<file path="config.mk">
export PLATFORM = sky130hd
export DESIGN_NAME = if_stage_flat
export DESIGN_NICKNAME = d
export VERILOG_FILES = /design/src/rtl/if_stage_if.sv /design/src/rtl/if_stage.sv /design/src/flat_wrapper.sv
export SDC_FILE = /design/constraint.sdc
export NUM_CORES = 1
export LEC_CHECK = 0
export CORE_MARGIN = 10
export CORE_UTILIZATION = 49
export CTS_BUF_LIST = sky130_fd_sc_hd__clkbuf_4 sky130_fd_sc_hd__clkbuf_8 sky130_fd_sc_hd__clkbuf_16
export CTS_CLUSTER_DIAMETER = 120
export DETAILED_ROUTE_END_ITERATION = 8
export PLACE_DENSITY = 0.74
export SYNTH_ARGS = -nofsm -noshare
export SYNTH_HDL_FRONTEND = slang
export SYNTH_SLANG_ARGS = --single-unit
</file>
<file path="constraint.sdc">
create_clock -name clk -period 2.11 [get_ports clk]
set_input_delay 0.422 -clock clk [delete_from_list [all_inputs] [get_ports clk]]
set_output_delay 0.422 -clock clk [all_outputs]
set_load 0.01 [all_outputs]
</file>
<file path="src/rtl/if_stage_if.sv">
`default_nettype none
// ============================================================================
//  Module      : if_stage_if
//  Description : Handshake and pipeline-register bundle of the fetch stage:
//                downstream control, instruction-memory req/ack bus and the
//                IF/ID outputs consumed by decode.
//  Revision    : 1.0 - initial release
// ============================================================================
interface if_stage_if;
   logic        stall_i;
   logic        redirect_i;
   logic [31:0] redirect_pc_i;
   logic        imem_req_o;
   logic [31:0] imem_addr_o;
   logic        imem_ack_i;
   logic [31:0] imem_rdata_i;
   logic [31:0] id_pc_o;
   logic [31:0] id_inst_o;
   logic        id_valid_o;

   // Fetch stage side
   modport master (
      input  stall_i, redirect_i, redirect_pc_i, imem_ack_i, imem_rdata_i,
      output imem_req_o, imem_addr_o, id_pc_o, id_inst_o, id_valid_o
   );

   // Environment side: memory, decode and the change-of-flow source
   modport slave (
      output stall_i, redirect_i, redirect_pc_i, imem_ack_i, imem_rdata_i,
      input  imem_req_o, imem_addr_o, id_pc_o, id_inst_o, id_valid_o
   );
endinterface
`default_nettype wire

</file>
<file path="src/rtl/if_stage.sv">
`default_nettype none
// ============================================================================
//  Module      : if_stage
//  Description : Instruction-fetch stage. Owns the PC, keeps one request
//                outstanding to instruction memory, buffers one fetched word
//                while decode is stalled and squashes wrong-path fetches.
//  Revision    : 1.0 - initial release
// ============================================================================
module if_stage #(
   parameter logic [31:0] RESET_PC = 32'h0000_0000
) (
   input  wire logic   clk,
   input  wire logic   rst,
   if_stage_if.master  bus
);

   typedef enum logic [1:0] {
      S_IDLE = 2'd0,
      S_REQ  = 2'd1,
      S_FULL = 2'd2
   } state_t;

   state_t      state;
   logic [31:0] pc;
   logic [31:0] buf_pc;
   logic [31:0] buf_inst;
   logic        kill;
   logic [31:0] kill_pc;
   logic        fetch_req;
   logic [31:0] fetch_addr;
   logic [31:0] id_pc;
   logic [31:0] id_inst;
   logic        id_valid;

   logic [31:0] pc_inc;
   logic [31:0] squash_pc;
   logic        deliver_ack;
   logic        deliver_buf;

   assign pc_inc    = pc + 32'd4;
   // Where to resume after a squashed ack: a live redirect beats a stored one
   assign squash_pc = bus.redirect_i ? bus.redirect_pc_i : kill_pc;

   // An ack is delivered only when it is on the correct path and decode can take it
   assign deliver_ack = (state == S_REQ) && bus.imem_ack_i && !kill &&
                        !bus.redirect_i && !bus.stall_i;
   assign deliver_buf = (state == S_FULL) && !bus.redirect_i && !bus.stall_i;

   assign bus.imem_req_o  = fetch_req;
   assign bus.imem_addr_o = fetch_addr;
   assign bus.id_pc_o     = id_pc;
   assign bus.id_inst_o   = id_inst;
   assign bus.id_valid_o  = id_valid;

   // Fetch FSM: PC, hold buffer, kill tracking and the registered memory request
   always_ff @(posedge clk) begin
      if (rst) begin
         state      <= S_IDLE;
         pc         <= RESET_PC;
         buf_pc     <= 32'h0;
         buf_inst   <= 32'h0;
         kill       <= 1'b0;
         kill_pc    <= 32'h0;
         fetch_req  <= 1'b0;
         fetch_addr <= 32'h0;
      end else begin
         case (state)
            S_IDLE: begin
               state     <= S_REQ;
               fetch_req <= 1'b1;
               if (bus.redirect_i) begin
                  pc         <= bus.redirect_pc_i;
                  fetch_addr <= bus.redirect_pc_i;
               end else begin
                  fetch_addr <= pc;
               end
            end
            S_REQ: begin
               if (bus.imem_ack_i) begin
                  if (kill || bus.redirect_i) begin
                     // Wrong-path word: drop it and start the target fetch
                     pc         <= squash_pc;
                     fetch_addr <= squash_pc;
                     kill       <= 1'b0;
                  end else if (!bus.stall_i) begin
                     pc         <= pc_inc;
                     fetch_addr <= pc_inc;
                  end else begin
                     buf_pc     <= pc;
                     buf_inst   <= bus.imem_rdata_i;
                     pc         <= pc_inc;
                     state      <= S_FULL;
                     fetch_req  <= 1'b0;
                     fetch_addr <= 32'h0;
                  end
               end else if (bus.redirect_i) begin
                  // The request cannot be withdrawn; remember to squash its ack
                  kill    <= 1'b1;
                  kill_pc <= bus.redirect_pc_i;
               end
            end
            S_FULL: begin
               if (bus.redirect_i) begin
                  pc         <= bus.redirect_pc_i;
                  state      <= S_REQ;
                  fetch_req  <= 1'b1;
                  fetch_addr <= bus.redirect_pc_i;
               end else if (!bus.stall_i) begin
                  state      <= S_REQ;
                  fetch_req  <= 1'b1;
                  fetch_addr <= pc;
               end
            end
            default: begin
               state      <= S_IDLE;
               fetch_req  <= 1'b0;
               fetch_addr <= 32'h0;
            end
         endcase
      end
   end

   // IF/ID register: redirect bubbles even under stall, stall holds, else deliver or bubble
   always_ff @(posedge clk) begin
      if (rst || bus.redirect_i) begin
         id_pc    <= 32'h0;
         id_inst  <= 32'h0;
         id_valid <= 1'b0;
      end else if (!bus.stall_i) begin
         if (deliver_ack) begin
            id_pc    <= pc;
            id_inst  <= bus.imem_rdata_i;
            id_valid <= 1'b1;
         end else if (deliver_buf) begin
            id_pc    <= buf_pc;
            id_inst  <= buf_inst;
            id_valid <= 1'b1;
         end else begin
            id_pc    <= 32'h0;
            id_inst  <= 32'h0;
            id_valid <= 1'b0;
         end
      end
   end

endmodule
`default_nettype wire

</file>
<file path="src/flat_wrapper.sv">
// flat-port wrapper written by rule: the top's interface ports become plain ports
module if_stage_flat 
#(
   parameter logic [31:0] RESET_PC = 32'h0000_0000
)
  (clk, rst, bus_stall_i, bus_redirect_i, bus_redirect_pc_i, bus_imem_ack_i, bus_imem_rdata_i, bus_imem_req_o, bus_imem_addr_o, bus_id_pc_o, bus_id_inst_o, bus_id_valid_o);
  if_stage_if bus_i ();
  input  wire logic clk;
  input  wire logic rst;
  input wire logic [$bits(bus_i.stall_i)-1:0] bus_stall_i;
  input wire logic [$bits(bus_i.redirect_i)-1:0] bus_redirect_i;
  input wire logic [$bits(bus_i.redirect_pc_i)-1:0] bus_redirect_pc_i;
  input wire logic [$bits(bus_i.imem_ack_i)-1:0] bus_imem_ack_i;
  input wire logic [$bits(bus_i.imem_rdata_i)-1:0] bus_imem_rdata_i;
  output wire logic [$bits(bus_i.imem_req_o)-1:0] bus_imem_req_o;
  output wire logic [$bits(bus_i.imem_addr_o)-1:0] bus_imem_addr_o;
  output wire logic [$bits(bus_i.id_pc_o)-1:0] bus_id_pc_o;
  output wire logic [$bits(bus_i.id_inst_o)-1:0] bus_id_inst_o;
  output wire logic [$bits(bus_i.id_valid_o)-1:0] bus_id_valid_o;
  assign bus_i.stall_i = bus_stall_i;
  assign bus_i.redirect_i = bus_redirect_i;
  assign bus_i.redirect_pc_i = bus_redirect_pc_i;
  assign bus_i.imem_ack_i = bus_imem_ack_i;
  assign bus_i.imem_rdata_i = bus_imem_rdata_i;
  assign bus_imem_req_o = bus_i.imem_req_o;
  assign bus_imem_addr_o = bus_i.imem_addr_o;
  assign bus_id_pc_o = bus_i.id_pc_o;
  assign bus_id_inst_o = bus_i.id_inst_o;
  assign bus_id_valid_o = bus_i.id_valid_o;
  if_stage #(.RESET_PC(RESET_PC)) u_core (.clk(clk), .rst(rst), .bus(bus_i));
endmodule
</file>
==> impl_metrics.ini <==
; synthesis and place-and-route metrics
[run_status]
status = complete, but fails checks
failed_checks = DRC

[clocking]
clock_latency_ns = 0.53
cts.reportedPaths.clkPinSlew_ns = 0.06
clockBufferDepth = 3
numClockSinks = 229
root_buffer_cell = clkbuf_16
cts_tree = yes
clock_tree.htree_level_count = 1

[worst_setup_path]
worstSetupStartpoint = u_core.pc[3]$_SDFFE_PP0P_
worstPathRequired_ns = 2.52
slowest_stage_cell_on_the_critical_path = or3_4
critical_path.cell_chain = ha_2 > nand3_2 > or3_4 > buf_4 > o31a_1 > a211o_1 > o211a_1
path_class = flop to flop
endpoint_kind = flop
max_stage_delay_ns = 0.38
crit_cells = 7
setup.worst_path.end = u_core.pc[20]$_SDFFE_PP0P_

[synthesis]
synthCells = 1352
most_common_cell = nand2_1
syn_avg_cell_area_um2 = 7.80
post_synth_and_or_nand_nor_area_fraction = 0.198
synth_area_leader_cell = dfxtp_1
post-synth-top-area-fraction = 0.435
most_frequent_cells_after_synthesis = nand2_1, dfxtp_1, a21oi_1
synthesis.yosys.warnings = 0

[die]
chip_area_um2 = 27800
tap_cells = 275

[global_route]
gr-total-overflow = 0
antenna_violations_before_repair = 1

[timing]
timing.final.max_slew_violations = 0
max-slew-margin-rel = 0.505
hold-worst-slack_ns = 0.226
layout_worst_path_cycle_share = 0.961

[drt]
drt.antenna.violating_nets = 0
viasPerCell = 6.14
first_pass_iters = 9
remaining_drc_errors = 9
wl_per_cell_um = 20.7

[layout]
multiInputCombCellCount = 965
lay_top_cells = nand2_1, dfxtp_1, a21oi_1
final_layout_size_suffix_gt1_frac = 0.127
num-fill-cells = 1735
combGateArea_um2 = 5410
layout.buffer.nonclock.area_share = 0.195
lay_top_count = nand2_1
seq_area_frac = 0.327
clkCellAreaFrac = 0.0626
layout.sequential_cells = 229
synthToLayoutAreaGrowth_pct = 33.0

[min_path]
hold_class = input port to flop
min_path_cells = 2
min_from = rst

[place]
gpl.final_weighted_congestion = 0.935
numPlacedInstances = 1776
placedInstanceArea_um2 = 13100
numPortBuffers = 166

[power]
power_w = 0.0108
clock_power_share = 0.430
pwr_density_cell_nw_per_um2 = 767
[cell families after synthesis]
logic type / Yosys count
AND-OR/OR-AND: 439
XOR/XNOR: 12
adder cells (fa/ha/maj): 1
buffers and inverters: 158
flip-flops: 229
multiplexers: 28
AND/OR/NAND/NOR: 485
[power groups by stage]
stage	Combinational, W	Sequential, W	Clock (W)
2_1_floorplan	0.000775	0.00467	0
3_3_place_gp	0.00150	0.00467	0
3_5_place_dp	0.00151	0.00467	0
4_1_cts	0.00152	0.00458	0.00467
5_1_grt	0.00166	0.00460	0.00484
6_report	0.00155	0.00458	0.00462
[per-layer routing]
metal  vias up  share of wire  global-route usage
met5         -              0                   0
met3       112          0.088              0.0501
met4         0          0.042               0.108
met1      5255           0.40               0.316
li1       5227              -                   -
met2       605           0.47               0.410
==> images/congestion_map.png <==
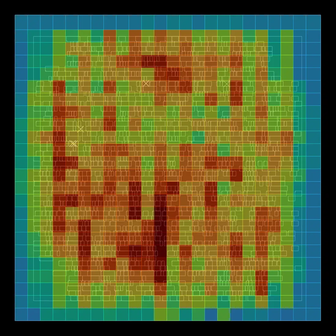
global-route usage over all layers: 0.252
GRT met2 Usage: 0.410
global route hottest layer: met2
Util after Layout: 0.665

==> images/port_trees.png <==
Scale bar: 50 um.
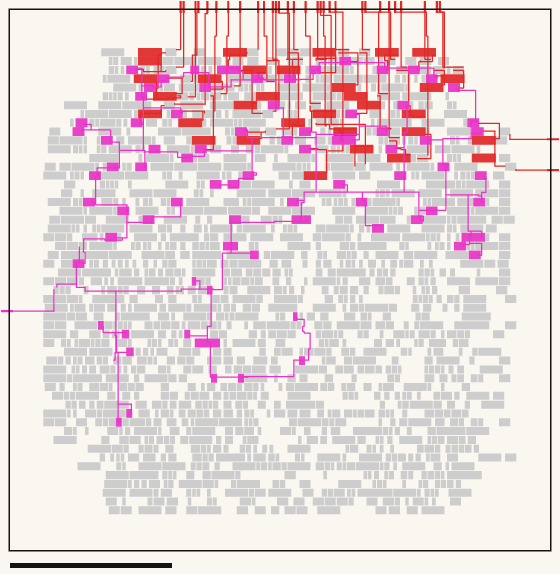
| port | colour | bits | direction | end cells | buffers | wire |
|---|---|---|---|---|---|---|
| bus_stall_i | magenta | 1 | input | 82 | 3 | 1030 um |
| bus_id_inst_o | red | 32 | output | 32 | 32 | 1330 um |

==> images/pinout.png <==
Pins as bars across the die edge, other pins in grey.
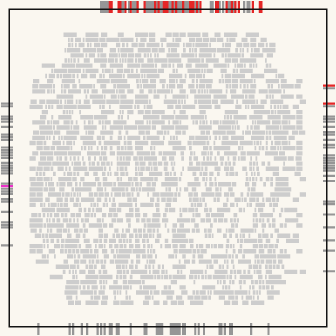
| port | colour | pins | direction | edge |
|---|---|---|---|---|
| bus_id_inst_o | red | 32 | output | 30 top, 2 right |
| bus_stall_i | magenta | 1 | input | left |
all pins by edge: 70 top, 37 bottom, 31 left, 29 right

==> images/m3.png <==
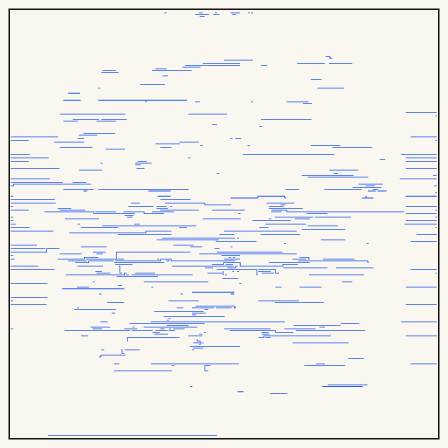
wire length on this layer: 3320 um
longest straight run: 65.6 um
main direction: horizontal
nets with wire on the layer: 218

